## src/rtl/axi4_lite_reg_slice.sv

```systemverilog
// AXI4-Lite register slice: one 2-entry skid unit per channel, all outputs registered.
// Optional statistics counters are enabled with `define AXIL_SLICE_STATS_EN.

module axi4_lite_reg_slice_skid #(
  parameter int width_p = 8
) (
  input  logic               clk_i,
  input  logic               reset_n_i,
  input  logic               src_vld_i,
  output logic               src_rdy_o,
  input  logic [width_p-1:0] src_dat_i,
  output logic               dst_vld_o,
  input  logic               dst_rdy_i,
  output logic [width_p-1:0] dst_dat_o
);
  logic               main_vld_q, main_vld_d;
  logic               skid_vld_q, skid_vld_d;
  logic               rdy_q, rdy_d;
  logic [width_p-1:0] main_dat_q, skid_dat_q;
  logic               in_hs, out_hs;
  logic               load_main_in, load_main_skid, load_skid;

  assign in_hs     = src_vld_i & rdy_q;
  assign out_hs    = main_vld_q & dst_rdy_i;
  assign src_rdy_o = rdy_q;
  assign dst_vld_o = main_vld_q;
  assign dst_dat_o = main_dat_q;

  // Skid only fills while ready is high, and ready drops once it is full,
  // so a skid drain never coincides with a new input beat.
  always_comb begin
    main_vld_d     = main_vld_q;
    skid_vld_d     = skid_vld_q;
    load_main_in   = 1'b0;
    load_main_skid = 1'b0;
    load_skid      = 1'b0;
    if (out_hs && skid_vld_q) begin
      main_vld_d     = 1'b1;
      skid_vld_d     = 1'b0;
      load_main_skid = 1'b1;
    end else if (in_hs && (!main_vld_q || out_hs)) begin
      main_vld_d   = 1'b1;
      load_main_in = 1'b1;
    end else if (in_hs) begin
      skid_vld_d = 1'b1;
      load_skid  = 1'b1;
    end else if (out_hs) begin
      main_vld_d = 1'b0;
    end
    rdy_d = ~skid_vld_d;
  end

  always_ff @(posedge clk_i or negedge reset_n_i) begin
    if (!reset_n_i) begin
      main_vld_q <= 1'b0;
      skid_vld_q <= 1'b0;
      rdy_q      <= 1'b0;
    end else begin
      main_vld_q <= main_vld_d;
      skid_vld_q <= skid_vld_d;
      rdy_q      <= rdy_d;
    end
  end

  always_ff @(posedge clk_i) begin
    if (load_main_skid)    main_dat_q <= skid_dat_q;
    else if (load_main_in) main_dat_q <= src_dat_i;
    if (load_skid)         skid_dat_q <= src_dat_i;
  end
endmodule

module axi4_lite_reg_slice #(
  parameter int addr_width_p = 28,
  parameter int data_width_p = 64,
  parameter int cnt_width_p  = 16
) (
  input  logic                      clk_i,
  input  logic                      reset_n_i,
  input  logic [addr_width_p-1:0]   s_awaddr_i,
  input  logic [2:0]                s_awprot_i,
  input  logic                      s_awvalid_i,
  output logic                      s_awready_o,
  input  logic [data_width_p-1:0]   s_wdata_i,
  input  logic [data_width_p/8-1:0] s_wstrb_i,
  input  logic                      s_wvalid_i,
  output logic                      s_wready_o,
  output logic [1:0]                s_bresp_o,
  output logic                      s_bvalid_o,
  input  logic                      s_bready_i,
  input  logic [addr_width_p-1:0]   s_araddr_i,
  input  logic [2:0]                s_arprot_i,
  input  logic                      s_arvalid_i,
  output logic                      s_arready_o,
  output logic [data_width_p-1:0]   s_rdata_o,
  output logic [1:0]                s_rresp_o,
  output logic                      s_rvalid_o,
  input  logic                      s_rready_i,
  output logic [addr_width_p-1:0]   m_awaddr_o,
  output logic [2:0]                m_awprot_o,
  output logic                      m_awvalid_o,
  input  logic                      m_awready_i,
  output logic [data_width_p-1:0]   m_wdata_o,
  output logic [data_width_p/8-1:0] m_wstrb_o,
  output logic                      m_wvalid_o,
  input  logic                      m_wready_i,
  input  logic [1:0]                m_bresp_i,
  input  logic                      m_bvalid_i,
  output logic                      m_bready_o,
  output logic [addr_width_p-1:0]   m_araddr_o,
  output logic [2:0]                m_arprot_o,
  output logic                      m_arvalid_o,
  input  logic                      m_arready_i,
  input  logic [data_width_p-1:0]   m_rdata_i,
  input  logic [1:0]                m_rresp_i,
  input  logic                      m_rvalid_i,
  output logic                      m_rready_o,
  output logic [cnt_width_p-1:0]    wr_cnt_o,
  output logic [cnt_width_p-1:0]    rd_cnt_o
);
  localparam int a_w_lp = addr_width_p + 3;
  localparam int w_w_lp = data_width_p + data_width_p/8;
  localparam int r_w_lp = data_width_p + 2;

  axi4_lite_reg_slice_skid #(.width_p(a_w_lp)) aw_skid (
    .clk_i, .reset_n_i,
    .src_vld_i(s_awvalid_i), .src_rdy_o(s_awready_o), .src_dat_i({s_awaddr_i, s_awprot_i}),
    .dst_vld_o(m_awvalid_o), .dst_rdy_i(m_awready_i), .dst_dat_o({m_awaddr_o, m_awprot_o}));

  axi4_lite_reg_slice_skid #(.width_p(w_w_lp)) w_skid (
    .clk_i, .reset_n_i,
    .src_vld_i(s_wvalid_i), .src_rdy_o(s_wready_o), .src_dat_i({s_wdata_i, s_wstrb_i}),
    .dst_vld_o(m_wvalid_o), .dst_rdy_i(m_wready_i), .dst_dat_o({m_wdata_o, m_wstrb_o}));

  axi4_lite_reg_slice_skid #(.width_p(2)) b_skid (
    .clk_i, .reset_n_i,
    .src_vld_i(m_bvalid_i), .src_rdy_o(m_bready_o), .src_dat_i(m_bresp_i),
    .dst_vld_o(s_bvalid_o), .dst_rdy_i(s_bready_i), .dst_dat_o(s_bresp_o));

  axi4_lite_reg_slice_skid #(.width_p(a_w_lp)) ar_skid (
    .clk_i, .reset_n_i,
    .src_vld_i(s_arvalid_i), .src_rdy_o(s_arready_o), .src_dat_i({s_araddr_i, s_arprot_i}),
    .dst_vld_o(m_arvalid_o), .dst_rdy_i(m_arready_i), .dst_dat_o({m_araddr_o, m_arprot_o}));

  axi4_lite_reg_slice_skid #(.width_p(r_w_lp)) r_skid (
    .clk_i, .reset_n_i,
    .src_vld_i(m_rvalid_i), .src_rdy_o(m_rready_o), .src_dat_i({m_rdata_i, m_rresp_i}),
    .dst_vld_o(s_rvalid_o), .dst_rdy_i(s_rready_i), .dst_dat_o({s_rdata_o, s_rresp_o}));

`ifdef AXIL_SLICE_STATS_EN
  logic [cnt_width_p-1:0] wr_cnt_q, rd_cnt_q;

  always_ff @(posedge clk_i or negedge reset_n_i) begin
    if (!reset_n_i) begin
      wr_cnt_q <= '0;
      rd_cnt_q <= '0;
    end else begin
      if (s_bvalid_o && s_bready_i) wr_cnt_q <= wr_cnt_q + cnt_width_p'(1);
      if (s_rvalid_o && s_rready_i) rd_cnt_q <= rd_cnt_q + cnt_width_p'(1);
    end
  end

  assign wr_cnt_o = wr_cnt_q;
  assign rd_cnt_o = rd_cnt_q;
`else
  assign wr_cnt_o = '0;
  assign rd_cnt_o = '0;
`endif
endmodule
```

## config.mk

```make
export PLATFORM = sky130hd
export DESIGN_NAME = axi4_lite_reg_slice
export DESIGN_NICKNAME = d
export VERILOG_FILES = /design/src/rtl/axi4_lite_reg_slice.sv
export SDC_FILE = /design/constraint.sdc
export NUM_CORES = 1
export LEC_CHECK = 0
export CAP_MARGIN = 40
export CORE_UTILIZATION = 50
export DETAILED_ROUTE_END_ITERATION = 10
export PLACE_DENSITY = 0.94
export SLEW_MARGIN = 20
export SYNTH_ARGS = -nofsm -noshare
export SYNTH_HDL_FRONTEND = slang
export SYNTH_SLANG_ARGS = --single-unit
```

## constraint.sdc

```tcl
create_clock -name clk_i -period 13.6 [get_ports clk_i]
set_clock_uncertainty 0.1 [all_clocks]
set_input_delay 2.04 -clock clk_i [delete_from_list [all_inputs] [get_ports clk_i]]
set_output_delay 2.04 -clock clk_i [all_outputs]
set_load 0.005 [all_outputs]
```

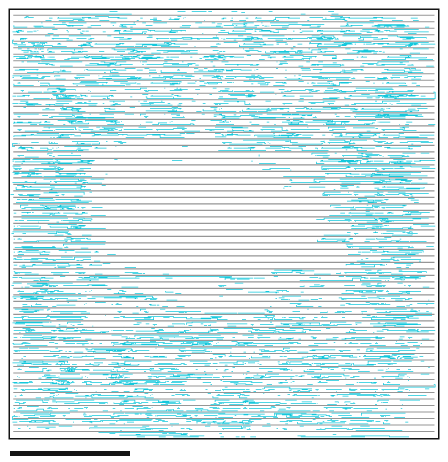
*Met1 routing, run 1*
The bar under the picture is 50 um long. Supply wires on this layer in grey.
The wires run mostly horizontal. The layer holds 36% of the routed length.
via count: 8,436
total length of routed wires: 36.2 mm
grt met1 use: 0.248

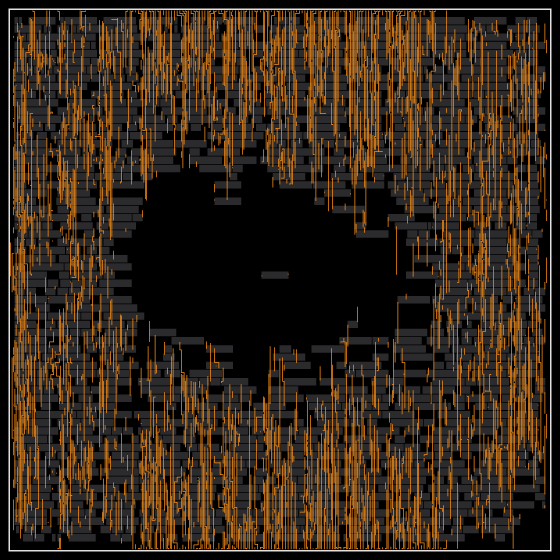
*Met2 routing, run 1*
Cells faint in the background.
The layer carries 18,800 um of wire. The layer holds 52% of the routed length.
grt met2 use: 0.383

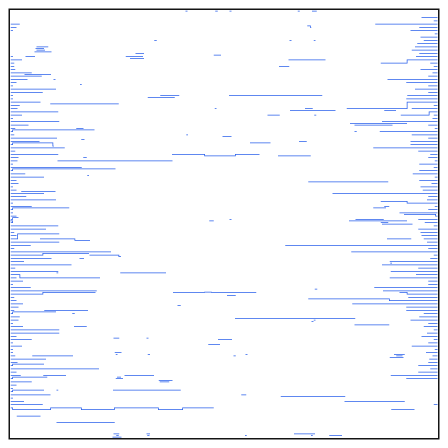
*Metal 3, run 1*
The layer carries 3,200 um of wire. The wires run mostly horizontal. The longest straight run is 63.4 um.
M3 GR Usage: 0.0691

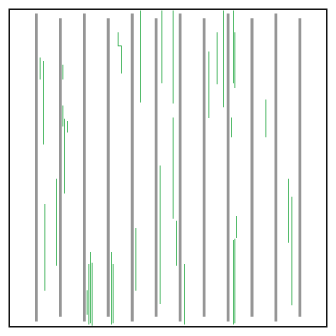
*Metal 4, run 1*
Supply wires on this layer in grey.
26 nets have wire on it. The layer holds 3.5% of the routed length. The longest straight run is 78.2 um.

==> reports/summary.txt, run 1 <==
Status: complete, no violations
Post-route DRC: 0
Setup TNS: 0 ns
Clk_lat worst skew: 0.52 ns
Mapped Cells: 729
Init Core Util: 0.511
Yosys reg bits: 419
# Cells Yosys: 729
Nets: 1,410
# rows: 64
Vias per cell: 5.19
OpenROAD warning count: 26
Gate Area: 0.00293 mm2
Pre-antenna DRT Iters: 4
RSZ-0062 raised after global routing: no
Worst Setup SP: s_rready_i
Post-Syn Area per Cell: 21.5 um2
Die H: 179 um
Pwr Total: 4.05 mW
Final Setup Violations: 0
Cycle use final: 0.280
Hold Vio Cnt, Final: 0
CTS sink count: 419
Worst slew pin tran: 0.701 ns
Synthesized chip area reported by yosys: 0.0157 mm2
Initial antenna violation count: 0
Post-synth EDFFs: 404
Largest net degree at the start of global routing: 60
Clk root buf: clkbuf_16
# port buffers: 425
Longest Clk Path Bufs: 3
run 1: logic make-up after synthesis:
group | after synthesis | synth area share
buffers and inverters | 57 | 0.0277
muxes | 202 | 0.155
and+or+nand+nor | 25 | 0.00839
AOI/OAI and AO/OA | 25 | 0.0104
DFF | 419 | 0.798
other | 1 | 0.000239
run 1: power by group:
part | switching, mW | internal [mW] | total, mW
Combinational | 0.424 | 0.553 | 0.978
Clock | 0.475 | 0.707 | 1.18
Sequential | 0.105 | 1.79 | 1.90
run 1: synthesized netlist by cell type (4+ instances only):
cell	n	area [um2]
mux2_4	40	601
buf_6	12	135
buf_2	8	40.0
nand2_1	10	37.5
nor2b_1	5	31.3
a31oi_1	5	31.3
buf_4	32	240
nand3_1	4	20.0
a21o_1	5	37.5
mux2_2	156	1760
edfxtp_1	404	12100
a21oi_1	5	25.0
o21ai_0	5	25.0
a2bb2oi_1	5	43.8
inv_1	5	18.8
dfrtp_1	15	375
nor3_1	5	25.0
mux2_1	6	67.6
run 1: worst max-delay path: stages:
cell and delay (ns):
clkdlybuf4s50_1 0.59, nand3_4 0.29, buf_4 0.33, buf_16 0.30
mux2_2 0.38
run 1: final timing paths:
kind / to / depth (start not counted)
max in group asynchronous: w_skid.skid_vld_q / 2
worst min register to register: w_skid.dst_dat_o[12] / 1
min in group asynchronous: ar_skid.src_rdy_o / 1
worst max-delay path: r_skid.dst_dat_o[40] / 5
worst min-delay path: w_skid.dst_dat_o[12] / 1
worst max register to register: aw_skid.dst_dat_o[15] / 3
run 1: registers in the layout, indices dropped and copies added (netlist names), 2 cells and up:
| register | cells |
|---|---|
| ar_skid.skid_dat_q | 31 |
| r_skid.dst_dat_o | 66 |
| aw_skid.skid_dat_q | 31 |
| b_skid.skid_dat_q | 2 |
| r_skid.skid_dat_q | 66 |
| aw_skid.dst_dat_o | 31 |
| w_skid.dst_dat_o | 72 |
| ar_skid.dst_dat_o | 31 |
| w_skid.skid_dat_q | 72 |
| b_skid.dst_dat_o | 2 |
run 1: area by class of cell:
cell class              count  area share
clock buffers              56      0.0556
clock inverters            21     0.00978
inverters                   5    0.000858
multi-input cells         284       0.134
flip-flops and latches    419       0.571
well taps                 396      0.0226
repair buffers            443       0.206
run 1: through the flow:
step	utilization	cells	area, um2	setup WS, ns	hold WS [ns]
6_report	0.714	1624	21900	9.80	0.437
5_1_grt	0.714	1624	21900	9.74	0.452
4_1_cts	0.714	1624	21900	9.81	0.433
3_5_place_dp	0.667	1547	20500	9.29	0.427
3_3_place_gp	0.662	1540	20300	9.06	0.408
2_1_floorplan	-	760	15800	5.86	0.401
run 1: metal layers:
metal / routed length (um) / global-route usage / vias up
met4: 1250 / 0.0862 / 0
met2: 18800 / 0.383 / 393
met3: 3200 / 0.0691 / 75
li1: - / - / 3753
met1: 13000 / 0.248 / 4215
met5: 0 / 0 / -
### Routing congestion, run 1

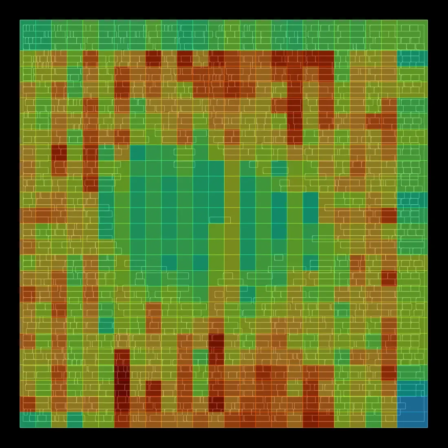

==> run 2, diff against run 1 <==
- CORE_UTILIZATION: 50 -> 47
- PLACE_DENSITY: 0.94 -> 0.89
- clock period: 13.6 -> 3.5 ns (I/O delays scaled with it)
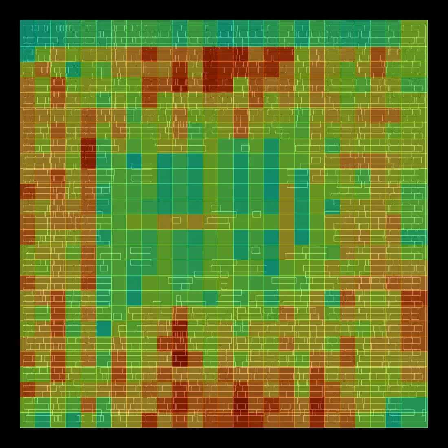
*Routing congestion, run 2*
final core utilization: 0.670
GRT Overall Usage: 0.206

==> run 2 against run 1 <==
Flip-flop count unchanged. Sequential power rose to 3.9 times the previous value. First-iteration DRC count down 2.3%. Critical endpoint is now r_skid.dst_dat_o[26]. Combinational power rose to 3.9 times the previous value. Clock power rose to 3.8 times the previous value.
==> reports/summary.txt, run 2 <==
Final Instance Count excl. Fillers: 1,671 (+2.9%)
Longest Clk Path Bufs: 3 (unchanged)
Worst slew pin tran: 0.641 ns (-0.0600 ns)
Yosys top cell by instances: edfxtp_1
Hold Vio Cnt, Final: 0 (unchanged)
CTS sink count: 419 (unchanged)
Worst-path cell chain: clkdlybuf4s50_1, nand3_4, buf_4, mux2_4
Cycle use final: 0.643
OpenROAD warning count: 27 (+3.8%)
Post-Place Worst Slack: 0.696 ns (-8.59 ns)
Yosys reg bits: 419 (unchanged)
GR peak layer: met2
Grt met1 use: 0.234 (-0.0143)
Post-synth EDFFs: 404 (unchanged)
Vias per cell: 5.01 (-3.5%)
Post-route worst setup slack: 1.25 ns (-8.55 ns)
Mapped Cells: 729 (unchanged)
Critical-path top delay cell: clkdlybuf4s50_1
Post-DP Area: 0.0205 mm2 (+0.30%)
Total length of routed wires: 35.9 mm (-0.77%)
Cells after DPL: 1,591 (+2.8%)
Via count: 8,379 (-0.68%)
Synthesized chip area reported by yosys: 0.0157 mm2 (unchanged)
Clk root buf: clkbuf_16
Init Core Util: 0.479 (-0.0317)
Post-route DRC: 0 (unchanged)
Initial antenna violation count: 4 (+4)
M3 GR Usage: 0.0680 (-0.00116)
Status: complete, no violations
==> run 2: cell counts after synthesis <==
Identical to the previous run, type by type.
==> run 2: kinds of logic after synthesis <==
group | after synthesis | synth area share
AND-OR/OR-AND | 25 | 0.0104
AND/OR/NAND/NOR | 25 | 0.00839
flip-flops | 419 | 0.798
buffers and inverters | 57 | 0.0277
other | 1 | 0.000239
multiplexers | 202 | 0.155
==> run 2: routing by layer <==
layer | part of all wire | up-vias
li1 | - | 3747
met1 | 0.37 | 4210
met2 | 0.52 | 349
met3 | 0.087 | 69
met4 | 0.026 | 4
met5 | 0.00075 | -
==> run 2: final cells by class <==
| cell class | count | area, um2 |
|---|---|---|
| antenna | 3 | 7.51 |
| tap | 442 | 553 |
| clock buffer | 53 | 1170 |
| fill | 2120 | 10800 |
| timing repair buffer | 441 | 4480 |
| clock inverter | 24 | 235 |
| sequential | 419 | 12500 |
| inverter | 5 | 18.8 |
| multi-input combinational | 284 | 2950 |
==> run 2: worst reg2reg max path, delay by kind of cell, from the launching register on <==
| family | cells | cell delay [ns] |
|---|---|---|
| buffers and inverters | 1 | 0.38 |
| flip-flops | 1 | 0.49 |
| multiplexers | 1 | 0.31 |
| AND/OR/NAND/NOR | 1 | 0.48 |
==> run 2: worst paths after layout <==
kind / startpoint / endpoint / slack (ns) / cells after the start
max: s_rready_i / r_skid.dst_dat_o[26] / 1.25 / 4
min: reset_n_i / r_skid.src_rdy_o / 0.16 / 1
max reg2reg: r_skid.dst_vld_o / r_skid.dst_dat_o[26] / 1.50 / 3
min reg2reg: w_skid.skid_dat_q[9] / w_skid.dst_dat_o[9] / 0.43 / 1
max in group asynchronous: reset_n_i / ar_skid.skid_vld_q / 2.74 / 2
min in group clk_i: w_skid.skid_dat_q[9] / w_skid.dst_dat_o[9] / 0.43 / 1
==> run 2: power breakdown <==
part	internal, mW	switching (mW)	total (mW)
Clock	2.67	1.86	4.53
Sequential	6.96	0.404	7.36
Combinational	2.13	1.67	3.80
Total	11.8	3.94	15.7
==> run 2: through the flow <==
stage	setup TNS (ns)	power [mW]
floorplan	-15.60	8.87
global placement	0	11.1
detailed placement	0	11.3
CTS	0	15.8
global route	0	16.3
finish	0	15.7
Power is estimated from default activity; no workload was simulated.
